==> config.mk <==
export PLATFORM = sky130hd
export DESIGN_NAME = stream_cfg_queue
export DESIGN_NICKNAME = d
export VERILOG_FILES = /design/src/rtl/stream_cfg_queue.sv
export SDC_FILE = /design/constraint.sdc
export NUM_CORES = 2
export LEC_CHECK = 0
export CAP_MARGIN = 20
export CORE_AREA = 2 2 418 420
export DETAILED_ROUTE_END_ITERATION = 16
export DIE_AREA = 0 0 420 422
export PLACE_DENSITY = 0.64
export SLEW_MARGIN = 40
export SYNTH_ARGS = -nofsm -noshare
export SYNTH_HDL_FRONTEND = slang
export SYNTH_SLANG_ARGS = --single-unit
export TNS_END_PERCENT = 1
==> constraint.sdc <==
create_clock -name clk_i -period 2.3 [get_ports clk_i]
set_input_delay 0.46 -clock clk_i [delete_from_list [all_inputs] [get_ports clk_i]]
set_output_delay 0.46 -clock clk_i [all_outputs]
set_load 0.03 [all_outputs]
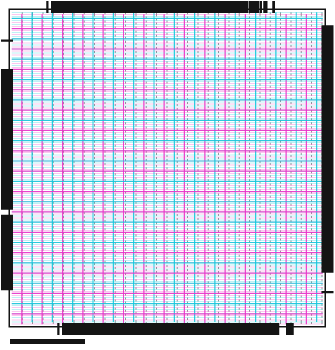
power_grid.png
Scale bar: 100 um. Pins as bars on the die edge. Tap cells in grey.
[cyan] VDD
[magenta] VSS
met1 rails: 154
met4 straps: 30
tap cells: 2325
met5 straps: 30
die extent in y: 422 um
peak supply drop: 772 uV
Die Wd: 420 um
core region area: 173000 sq um

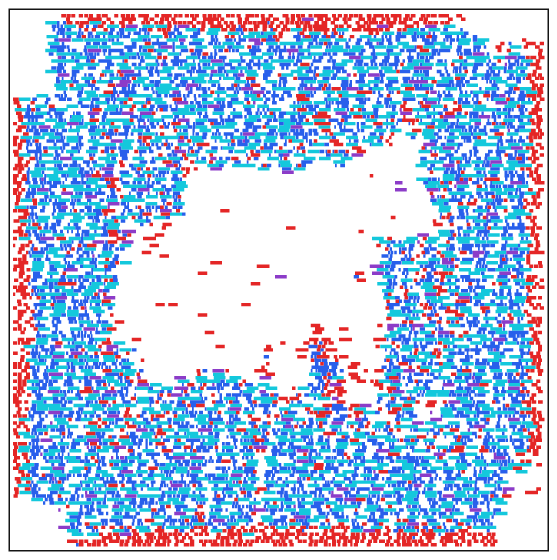
placement_by_type.png
[red] remaining buffers and delay cells | cells: 1611 | share of their area: 20%
[blue] combinational and other logic | cells: 4665 | share of their area: 37%
[cyan] sequential cells | cells: 1285 | share of their area: 38%
[purple] clock drivers and dummy loads | cells: 254 | share of their area: 5.5%
number of core rows: 153
Finished Cell Area: 87700 sq um
proportion of cell area occupied by registers: 36.7%

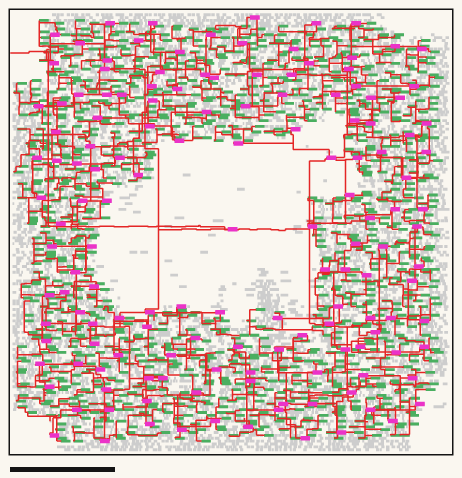
clk_routes.png
Scale bar: 100 um.
[magenta] clock drivers | count: 146
[green] flip-flops | count: 1285
[red] clock wires | length: 18400 um
flops lie: all over the die
power in the clock group: 23.3 mW
insertion delay at the late pin of the worst-skew pair: 820 ps
clock skew: 47.9 ps
clock share of power: 24.8%

==> impl_metrics.ini <==
; yosys + openroad results
[run_status]
status = finished, violations left
failing_checks = negative setup slack

[synth]
most_frequent_cells_after_synthesis = 1285 x dfrtp_1, 1023 x mux2i_1, 770 x a21oi_1, 518 x nor3_1, 516 x nor2_1
yosysWarningCount = 0
synth.cellmix.adderShare_pct = 0.0565
ao_oa_area_share_pct = 7.89
post_synth_main_area_contributors = dfrtp_1 48%, mux2i_1 15%, a21oi_1 5.8%, or3_1 4.8%, nor3_1 3.9%
syn_inst = 6695
synth_cell_types = 37
synth-area-yosys_sq_um = 66400
synth-seq-area-share_pct = 48.4
synth.mux.area_fraction_pct = 19.8

[power]
part_of_the_total_power_dissipated_in_sequential_elements_pct = 30.6
internal-power_mw = 54.4
swShare_pct = 42.1
powerSeq_mw = 28.8
static-leakage-power_nw = 47.4
comb-power_mw = 41.8
p_sw_mw = 39.5
totalPowerFinal_mw = 93.9

[cells_and_area]
multi_input_gate_area_in_the_final_layout_sq_um = 31200
final_core_util_pct = 50.7
final_layout_size_suffix_gt1_share_pct = 15.1
layout.cells.largest_class = registers

[timing]
timing.hold.ws_ps = 84.0
finalMaxSlewViolations = 0
achievable_freq_ghz = 0.402
tightestPinTransition_ps = 806
finalSetupViolations = 772
finalWorstSetupSlack_ps = -186

[global_routing]
grt_usage_pct = 30.9

[die]
n_tap_cell = 2325
design.die.area_sq_um = 177000

[route]
drt-pass1-iter-count = 8
drt.antenna.violating_nets = 0
detail_route.iter0.violations = 6456

[critical_path]
wp_depth = 10
timing.critical_path.required_ps = 3010

[placement]
placement.io_buffers = 1071

[job]
warning_count = 37
Power figures rest on the tool's default switching activity, not on a simulated workload.
